Figure 1. Routing congestion (run 1).
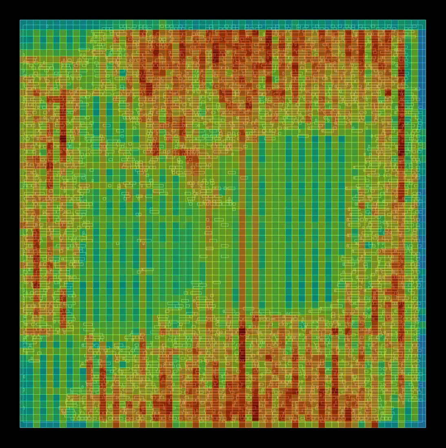
Figure 2. Register map, names as in the netlist (run 1).
Bar = 100 um. Other sequential cells in the stronger gray, the rest of the logic in the fainter gray.
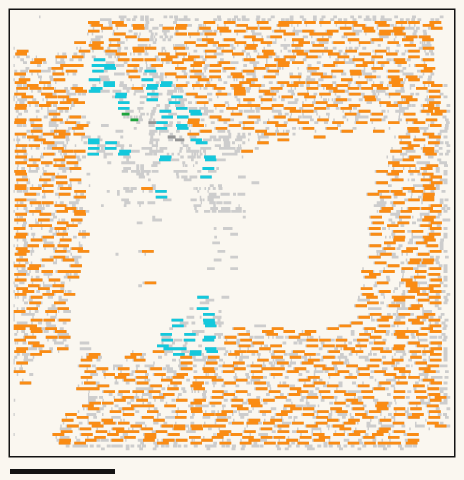
Figure 3. Signal wires by layer (run 1).
Bar = 100 um.
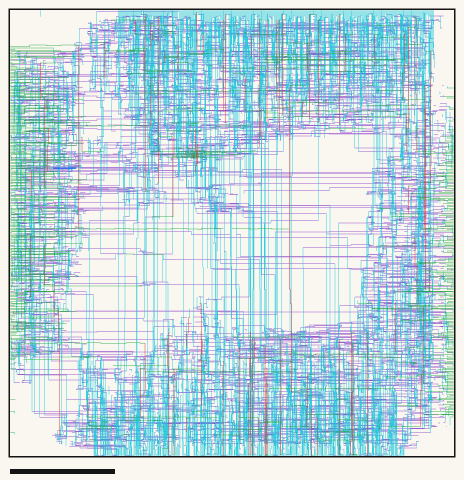
==> config.mk <==
export PLATFORM = sky130hd
export DESIGN_NAME = reg_bank_wb
export DESIGN_NICKNAME = d
export VERILOG_FILES = /design/src/rtl/reg_bank_wb.sv
export SDC_FILE = /design/constraint.sdc
export NUM_CORES = 1
export LEC_CHECK = 0
export CAP_MARGIN = 20
export CELL_PAD_IN_SITES_DETAIL_PLACEMENT = 0
export CELL_PAD_IN_SITES_GLOBAL_PLACEMENT = 1
export CORE_AREA = 3 3 419 421
export DETAILED_ROUTE_END_ITERATION = 6
export DIE_AREA = 0 0 422 424
export PLACE_DENSITY = 0.49
export SYNTH_ARGS = -nofsm -noshare
export SYNTH_HDL_FRONTEND = slang
export SYNTH_SLANG_ARGS = --single-unit
==> constraint.sdc <==
create_clock -name clk -period 4.1 [get_ports clk]
set_input_delay 0.82 -clock clk [delete_from_list [all_inputs] [get_ports clk]]
set_output_delay 0.82 -clock clk [all_outputs]
set_load 0.005 [all_outputs]
==> metrics.cfg, run 1 <==
[place]
place.port_buffers=1040
gp_congestion=0.7906
placed_inst_area_sq_mm=0.05279
dp.final_hpwl_um=121500

[global_route]
leftover_overflow_at_the_end_of_global_routing=0
grt_start_max_net_pins=33

[critical_path]
endpoint_kind=output pin
cell_class_contributing_the_biggest_share_of_worst_path_delay=buffers and inverters
cp_data_required_time_ps=3280
worst_ep_arrival_time_ps=3120
max_stage_delay_ps=550
crit_path_start_kind=flop
critical_path_cell_list=mux2i_2 > xor2_1 > o2111ai_1 > or4_1 > o31ai_1 > clkdlybuf4s50_1
cp.depth=6

[route]
antenna_left=0
drt_first_iter_violations=2111
drt_drc=0

[yosys]
avgSynthCellArea_sq_um=15.39
synth_area_sq_mm=0.03836
synthesis.yosys.warnings=0
synth.largest_area_cell=edfxtp_1
cell_count_after_synthesis=2492
ys_seq_share_pct=83.71
synth.yosys.num_cells=2492
async_reset_ff_share_pct=0
synth.top_cell.area_share_pct=83.45

[timing]
timing.final.max_slew_violations=0
timing.final.setup_violations=0
finalHoldViolations=0
timing.fmax_mhz=253.7
timing.final.crit_share_pct=96.14
clock_skew_ps=28.16

[cells_and_area]
fin_nets=3632
layout.area.comb_sq_mm=0.005982

[clocking]
clk_transition_reported_paths_ps=60
cts_tree=built
maximum_clock_insertion_buffer_count=3
cts-root-buf=clkbuf_16

[floorplanning]
core_area_sq_mm=0.1717
floorplan.die.width_um=422
floorplan.die.height_um=424
num_rows=152
fp_util_pct=22.34

[min_path]
min-delay-path-class=input pin to flop
min_delay_path_depth=2

[status]
run_status=completed

## Picture notes: Figure 1
average wire per cell in the routed design: 30.11 um
met1 track demand over resource in global routing: 21.85%
met2 capacity usage during global routing: 35.31%

## Picture notes: Figure 2
Key: `count_q` = green [placed flops 2]; `regs_q` = orange [placed flops 992, where all over the die]; `q_mem_q` = cyan [placed flops 74]
Another 3 sequential cells are not colored.
sequential share of cell area: 56.56%
Final Util: 33.06%
Flop+latch power: 12.8 mW
storage element area: 0.03211 sq mm

## Picture notes: Figure 3
Key: metal 4 = red [wire length 5,800 um]; metal 3 = green [wire length 13,600 um]; metal 1 = purple [wire length 66.8 mm]; metal 2 = cyan [wire length 94.2 mm]; metal 5 = blue [wire length 20.2 um]
combined global-route utilization of all metal layers: 19.57%
via total after detailed routing: 25,189
wire length after detailed routing: 180,400 um

run 1: through the flow:
| stage | instances | utilization, % | hold slack (ps) | total power [mW] | setup WS, ps |
|---|---|---|---|---|---|
| 6_report | 5990 | 33.06 | 541.9 | 28.47 | 158.4 |
| 5_1_grt | 5986 | 33.06 | 504.1 | 29.44 | 10.56 |
| 4_1_cts | 5977 | 33.03 | 468.4 | 28.94 | 17.54 |
| 3_5_place_dp | 5756 | 30.74 | 590.2 | 17.99 | 320.6 |
| 3_3_place_gp | 5756 | 30.74 | 586.8 | 17.99 | 360.9 |
| 2_1_floorplan | 2523 | - | 541.5 | 14.37 | -176.0 |
run 1: kinds of logic after synthesis:
kind of cell    synth area share (%)
buf+inv                        3.184
simple gates                   10.73
compound gates                0.8873
xor+xnor                      0.2740
mux                            1.070
other cells                 0.009776
flops                          83.71
fa+ha+maj                     0.1305
run 1: layout by cell type, fill, tap and decap left out, types with 3 or more instances in the layout:
master / synthesis / routed
mux2i_1: 41 / 6
o21ai_4: 0 / 31
clkbuf_16: 0 / 133
xor2_1: 7 / 7
clkbuf_1: 59 / 43
buf_12: 0 / 40
conb_1: 1 / 32
diode_2: 0 / 10
nand3_2: 4 / 7
nand2b_1: 4 / 4
nand2_1: 36 / 23
bufinv_16: 0 / 4
clkinv_8: 0 / 5
ha_1: 4 / 4
nor2_1: 1002 / 1001
buf_4: 36 / 85
clkinv_2: 0 / 9
inv_6: 0 / 3
and2_1: 7 / 7
nor2b_1: 6 / 6
edfxtp_1: 1066 / 1066
clkdlybuf4s50_1: 0 / 1039
mux2i_4: 0 / 33
dfxtp_1: 5 / 4
xnor2_1: 5 / 5
clkinv_1: 0 / 18
nand2_2: 0 / 13
run 1: repair_timing:
item                                    4_1_cts  5_1_grt
resized                                       3        1
hold buffers                                  0        0
hold endpoints to repair                      0        0
setup buffers                                 1        3
endpoints found under the setup margin        1        1
run 1: synthesized netlist by cell type (all sizes together) (2+ instances only):
cell / n
a32oi: 2
a22o: 2
ha: 4
o22a: 2
xor2: 7
and2: 8
buf: 179
or4: 2
dfxtp: 5
clkbuf: 59
a32o: 2
xnor2: 5
edfxtp: 1066
a22oi: 2
nand2b: 4
o21ai: 32
nand2: 36
nor2b: 6
nand3: 8
inv: 2
mux2i: 41
o32ai: 2
nor2: 1002
o22ai: 2
run 1: metal layers:
| metal | global-route usage (%) | wire [um] |
|---|---|---|
| met2 | 35.31 | 94190 |
| met4 | 6.416 | 5796 |
| met1 | 21.85 | 66800 |
| met3 | 6.000 | 13570 |
| met5 | 0 | 20 |
run 1: final cells by class:
| class | count | share of cell area [%] |
|---|---|---|
| flip-flops and latches | 1071 | 56.56 |
| repair buffers | 1165 | 20.88 |
| multi-input cells | 1212 | 10.54 |
| clock buffers | 176 | 6.146 |
| well taps | 2310 | 5.090 |
| clock inverters | 44 | 0.7316 |
| diodes | 10 | 0.04407 |
| inverters | 2 | 0.01322 |
run 1: report_power, final:
part           internal, mW  switching (mW)  total, mW  leakage [nW]
Sequential             12.6           0.207       12.8          11.0
Combinational          1.51            3.36       4.87          7.46
Clock                  6.22            4.62       10.8          1.89
Total                  20.3            8.19       28.5          20.3
## Run 2: what changed since run 1
CELL_PAD_IN_SITES_GLOBAL_PLACEMENT = 2   (was 1)
CORE_AREA = 3 3 414 416   (was 3 3 419 421)
DIE_AREA = 0 0 417 419   (was 0 0 422 424)
PLACE_DENSITY = 0.58   (was 0.49)
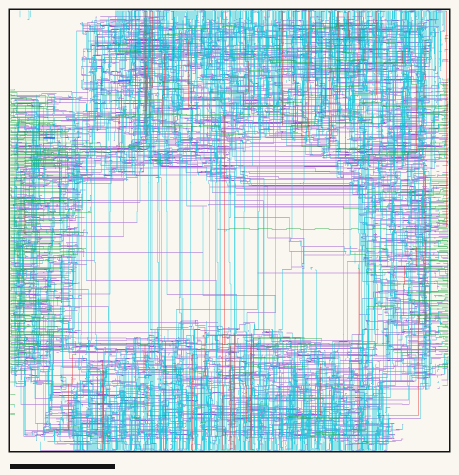
Figure 4: run 2, signal wires by layer.
Bar = 100 um.
Key: metal 2 = cyan [wire length 94.2 mm]; metal 1 = purple [wire length 68.0 mm]; metal 3 = green [wire length 12,700 um]; metal 4 = red [wire length 5,330 um]; metal 5 = blue [wire length 19.3 um]
average wire per cell in the routed design: 30.66 um
combined global-route utilization of all metal layers: 20.02%
wire length after detailed routing: 180,300 um
via total after detailed routing: 25,114

==> metrics.cfg, run 2 <==
[yosys]
cell_count_after_synthesis=2492
synth_area_sq_mm=0.03836
async_reset_ff_share_pct=0

[route]
drt_drc=0
wire_length_the_detailed_router_placed_on_met1_um=67980
detailroute.wirelength.met2_um=94240
route.met3.wl_um=12740
top_signal_layer_used=met5
antenna_left=0

[critical_path]
cp_data_required_time_ps=3280

[timing]
fin_worst_hold_slack_ps=548.6
timing.fmax_mhz=249.4

[place]
place.port_buffers=1040
numPlacedInstances=5644

[min_path]
min-delay-path-class=input pin to flop

[status]
run_status=completed

[floorplanning]
num_rows=150
floorplan.die.width_um=417
core_area_sq_mm=0.1676

[clocking]
cts_tree=built
maximum_clock_insertion_buffer_count=3

run 2: logic make-up after synthesis:
logic type,after synthesis,share of synthesized area [%]
AOI/OAI and AO/OA,52,0.8873
xor gates and xnor gates,12,0.2740
adders and majority gates,4,0.1305
buffers and inverters,240,3.184
DFF,1071,83.71
muxes,41,1.070
other,1,0.009776
and+or+nand+nor,1071,10.73
run 2: report_power, final:
| part | switching (mW) | internal, mW |
|---|---|---|
| Sequential | 0.196 | 12.5 |
| Clock | 4.60 | 5.64 |
| Combinational | 3.35 | 1.48 |
run 2: area by class of cell:
class                      instances  area (sq um)
antenna                           10         25.02
fill                           16330        111100
sequential                      1071         32110
tap                             2204          2758
clock inverter                    67         519.2
inverter                           2         7.507
clock buffer                     152          3164
multi-input combinational       1212          5981
timing repair buffer            1163         11900
run 2: what timing repair did:
action                                  CTS  global route
hold endpoints to repair                  0             0
buffers inserted                          4             4
gates resized                             3             2
pin swaps                                 0             1
cloned                                    0             0
endpoints found under the setup margin    1             1
run 2: per-stage QoR:
stage	instance area, sq um	setup TNS (ps)	setup slack [ps]	total power [mW]
after floorplan	38480	-71320	-176.0	14.37
after global placement	52650	0	148.4	17.92
after detailed placement	52670	0	306.1	17.93
after CTS	56400	0	26.95	28.24
after global routing	56460	0	7.902	28.75
final	56470	0	90.11	27.82
run 2: layer usage:
layer	track usage [%]	up-vias
met4	5.730	4
met5	0	-
li1	-	10748
met2	35.99	987
met3	5.632	211
met1	23.15	13164
run 2: worst max-delay path, cell delays in order, from the launching register on:
cell and delay (ps):
dfxtp_4 450, mux2i_2 310, xor2_1 250, o2111ai_1 200
or4_1 530, o31ai_1 110, clkdlybuf4s50_1 570
Power figures rest on the tool's default switching activity, not on a simulated workload.
